`src/rtl/reset_sequencer_pkg.sv`:
```
// Shared types and helpers for the staggered multi-channel reset generator.
package reset_sequencer_pkg;

  typedef enum logic [1:0] {
    ST_HOLD    = 2'd0,
    ST_RELEASE = 2'd1,
    ST_RUN     = 2'd2
  } seq_state_t;

  // Sequence count at which channel ch is released.
  function automatic int unsigned release_threshold(
    input int unsigned hold_cycles,
    input int unsigned stagger,
    input int unsigned ch
  );
    return hold_cycles + ch * stagger;
  endfunction

endpackage

```
`src/rtl/reset_pulse_channel.sv`:
```
// One reset output: held by the sequencer, released by strobe, re-pulsed on request.
module reset_pulse_channel #(
  parameter int unsigned PULSE_CYCLES = 8
) (
  input  logic clk,
  input  logic rst,
  input  logic assert_i,
  input  logic release_i,
  input  logic pulse_req_i,
  output logic ch_reset_o,
  output logic ch_reset_next_o
);

  localparam int unsigned PW = $clog2(PULSE_CYCLES + 1);
  localparam logic [PW-1:0] PULSE_LOAD = PW'(PULSE_CYCLES);

  logic          rst_d, rst_q;
  logic [PW-1:0] pcnt_d, pcnt_q;

  // The pulse counter only ever drops the output on its 1->0 step, so a
  // channel still held by the sequencer (counter idle at 0) stays asserted.
  always_comb begin
    rst_d  = rst_q;
    pcnt_d = pcnt_q;
    if (assert_i) begin
      rst_d  = 1'b1;
      pcnt_d = '0;
    end else if (release_i) begin
      rst_d = 1'b0;
    end else if (pulse_req_i) begin
      rst_d  = 1'b1;
      pcnt_d = PULSE_LOAD;
    end else if (pcnt_q != '0) begin
      pcnt_d = pcnt_q - PW'(1);
      if (pcnt_q == PW'(1)) rst_d = 1'b0;
    end
  end

  always_ff @(posedge clk) begin
    if (rst) begin
      rst_q  <= 1'b1;
      pcnt_q <= '0;
    end else begin
      rst_q  <= rst_d;
      pcnt_q <= pcnt_d;
    end
  end

  assign ch_reset_o      = rst_q;
  assign ch_reset_next_o = rst_d;

endmodule

```
`src/rtl/reset_sequencer.sv`:
```
// Multi-channel reset generator: power-on hold, staggered release, restart and per-channel pulses.
module reset_sequencer
  import reset_sequencer_pkg::*;
#(
  parameter int unsigned NUM_CH       = 4,
  parameter int unsigned HOLD_CYCLES  = 100,
  parameter int unsigned STAGGER      = 16,
  parameter int unsigned PULSE_CYCLES = 8,
  parameter int unsigned CNT_W        = 16
) (
  input  logic              CLK,
  input  logic              BReset,
  input  logic              Hold,
  input  logic              SwReq,
  input  logic [NUM_CH-1:0] ChSwReq,
  output logic [NUM_CH-1:0] ChReset,
  output logic              AllReleased,
  output logic              SeqBusy
);

  localparam int unsigned LAST_THR_I = release_threshold(HOLD_CYCLES, STAGGER, NUM_CH - 1);
  localparam logic [CNT_W-1:0] FIRST_THR = CNT_W'(release_threshold(HOLD_CYCLES, STAGGER, 0));
  localparam logic [CNT_W-1:0] LAST_THR  = CNT_W'(LAST_THR_I);

  if (NUM_CH < 1 || NUM_CH > 32) begin : g_bad_num_ch
    $error("reset_sequencer: NUM_CH must be 1..32");
  end
  if (HOLD_CYCLES < 1 || PULSE_CYCLES < 1) begin : g_bad_cycles
    $error("reset_sequencer: HOLD_CYCLES and PULSE_CYCLES must be >= 1");
  end
  if (CNT_W < 1 || (CNT_W < 32 && longint'(LAST_THR_I) >= (longint'(1) << CNT_W))) begin : g_bad_cnt_w
    $error("reset_sequencer: CNT_W too small for last release threshold");
  end

  seq_state_t        state_d, state_q;
  logic [CNT_W-1:0]  cnt_d, cnt_q;
  logic              all_rel_d, all_rel_q;
  logic              seq_active, sw_restart, pulse_en;
  logic [NUM_CH-1:0] ch_rst_next;

  // Release and state decisions look at the count being written this edge,
  // so a channel drops on the very edge its threshold is reached.
  always_comb begin
    state_d    = state_q;
    cnt_d      = cnt_q;
    seq_active = 1'b0;
    sw_restart = 1'b0;
    pulse_en   = 1'b0;
    unique case (state_q)
      ST_HOLD, ST_RELEASE: begin
        seq_active = 1'b1;
        if (!Hold && cnt_q != LAST_THR) cnt_d = cnt_q + CNT_W'(1);
        if (cnt_d == LAST_THR)       state_d = ST_RUN;
        else if (cnt_d >= FIRST_THR) state_d = ST_RELEASE;
      end
      ST_RUN: begin
        if (SwReq) begin
          sw_restart = 1'b1;
          cnt_d      = '0;
          state_d    = ST_HOLD;
        end else begin
          pulse_en = 1'b1;
        end
      end
      default: state_d = ST_HOLD;
    endcase
    all_rel_d = (state_d == ST_RUN) && !(|ch_rst_next);
  end

  for (genvar k = 0; k < NUM_CH; k++) begin : g_ch
    localparam logic [CNT_W-1:0] THR = CNT_W'(release_threshold(HOLD_CYCLES, STAGGER, k));

    reset_pulse_channel #(
      .PULSE_CYCLES(PULSE_CYCLES)
    ) u_ch (
      .clk            (CLK),
      .rst            (BReset),
      .assert_i       (sw_restart),
      .release_i      (seq_active && (cnt_d == THR)),
      .pulse_req_i    (pulse_en && ChSwReq[k]),
      .ch_reset_o     (ChReset[k]),
      .ch_reset_next_o(ch_rst_next[k])
    );
  end

  always_ff @(posedge CLK) begin
    if (BReset) begin
      state_q   <= ST_HOLD;
      cnt_q     <= '0;
      all_rel_q <= 1'b0;
    end else begin
      state_q   <= state_d;
      cnt_q     <= cnt_d;
      all_rel_q <= all_rel_d;
    end
  end

  assign AllReleased = all_rel_q;
  assign SeqBusy     = (state_q != ST_RUN);

endmodule

```
`config.mk`:
```
export PLATFORM = sky130hd
export DESIGN_NAME = reset_sequencer
export DESIGN_NICKNAME = d
export VERILOG_FILES = /design/src/rtl/reset_sequencer_pkg.sv /design/src/rtl/reset_pulse_channel.sv /design/src/rtl/reset_sequencer.sv
export SDC_FILE = /design/constraint.sdc
export NUM_CORES = 1
export LEC_CHECK = 0
export CORE_MARGIN = 10
export CORE_UTILIZATION = 42
export DETAILED_ROUTE_END_ITERATION = 10
export PLACE_DENSITY = 0.6
export REMOVE_ABC_BUFFERS = 1
export SYNTH_ARGS = -nofsm -noshare
export SYNTH_HDL_FRONTEND = slang
export SYNTH_SLANG_ARGS = --single-unit
```
`constraint.sdc`:
```
create_clock -name CLK -period 4.6 [get_ports CLK]
set_clock_uncertainty 0.2 [all_clocks]
set_input_delay 0.92 -clock CLK [delete_from_list [all_inputs] [get_ports CLK]]
set_output_delay 0.92 -clock CLK [all_outputs]
set_load 0.01 [all_outputs]
```
Layout detail:
Scale bar: 5 um. Region (40, 60) to (60, 80) um. Cells in gray, sequential cells in the stronger gray; small squares are vias.
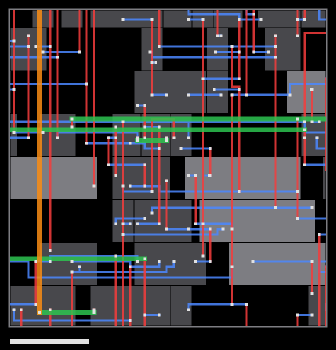
| layer | color |
|---|---|
| met2 | red |
| met3 | green |
| met4 | orange |
| met1 | blue |
cells with their middle in the window: 24
sequential cells in the window: 4
netlist names of flops here include: g_ch.u_ch.pcnt_q (3), AllReleased (1)
most frequent: dfxtp_1 (4), inv_1 (3), a21oi_1 (3)

I/O pins on the die edge:
Scale bar: 20 um. Pins as bars across the die edge, other pins in gray.
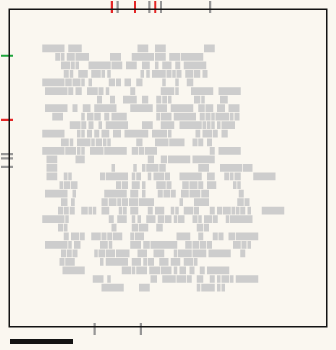
| port | color | pins | direction | edge |
|---|---|---|---|---|
| ChSwReq | red | 4 | input | 3 north, 1 west |
| CLK | green | 1 | input | west |
all pins by edge: 7 north, 5 west, 2 south
PortBufs: 13
Die Height: 100.6 um

Routed metal per tile:
The die is cut into 20 by 20 equal tiles; white is low, dark blue is high, scaled to the fullest tile. Values are wire area over tile area, all layers added.
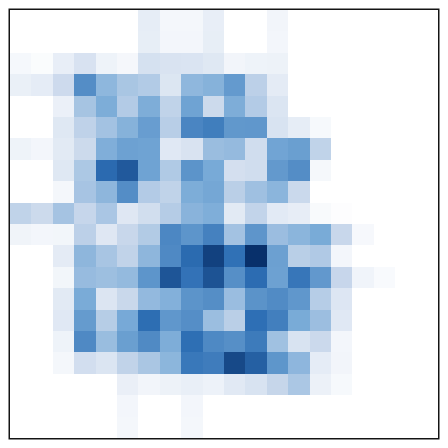
nearly empty tiles: 42%
densest ninth of the die: center
tiles over half the peak: 16%
fullest tile: 0.51
mean over tiles: 0.10

==> CHANGELOG.md <==
### Physical design

* Status: completed
* Clk tree area frac at 0.02904
* Area fraction in xor and xnor cells at 0.02569
* P_seq at 460 uW
* Logic area at 1759 um^2
* Setup TNS at 0 ns
* H-Tree Depth at 2
* Period utilization at 0.8716
* FA/HA/MAJ Cells, Area Fraction at 0.04587
* Highest-count logic cell in the final layout: nor2_1
* # clk buffers at 6
* Share of layout cells above drive strength 1 at 0.07649
* Fmax at between 200 and 250 MHz
* Final #Nets at 370
* Switch share at 0.3576
* CTS tree: yes
* Async SR Flop Fraction at 0
* WL/cell at 15.50 um
* Met1 WL at approximately 3.3 mm
* Reg power frac at 0.418
* Post_cts resized at 0
* Drt via density at about 5.9
* CP Capture Type: register
* Top-area cell share at 0.2862
* Crit path DRT at roughly 4.6 ns
* Comb power at 405 uW
* R2r startpoint: cnt_q[0]
* Log Warnings at 30
* Drt pass-1 iters at 5
* Final Hold Fails at 0
* Ys cells at roughly 360
* Seq cells at 39
* Largest area class, layout: combinational gates
* Yosys Warn Count at 0
* Iter 0 DRT Violations at 212
* DP Cell Count at 422
* Clk slew on worst S/H paths at 0.08 ns
* Largest net degree at the start of global routing at 25
* Seq share, synth at 0.2862
* Critical path depth in cells at 9
* Total clock buffers created by CTS at 5
* Unique cell types at between 50 and 60
* IO Count at 14
* Mapped Cells at 355
* Most frequent cell after synthesis: nor2_1
* CP startpoint: Hold
* Crit-path cells: clkdlybuf4s50_1 -> nand4b_4 -> nor4_1 -> mux2i_1 -> nor2_1 -> or3_4 -> nor4_4 -> nor2_1 -> nor4_2
* Largest Pwr Group: sequential cells
* Number of non-clock inverters in the layout at 17
* Init Core Util at 0.4320
* Max cap viols at 0
* Pwr dens at ~380 nW/um^2
Power figures rest on the tool's default switching activity, not on a simulated workload.
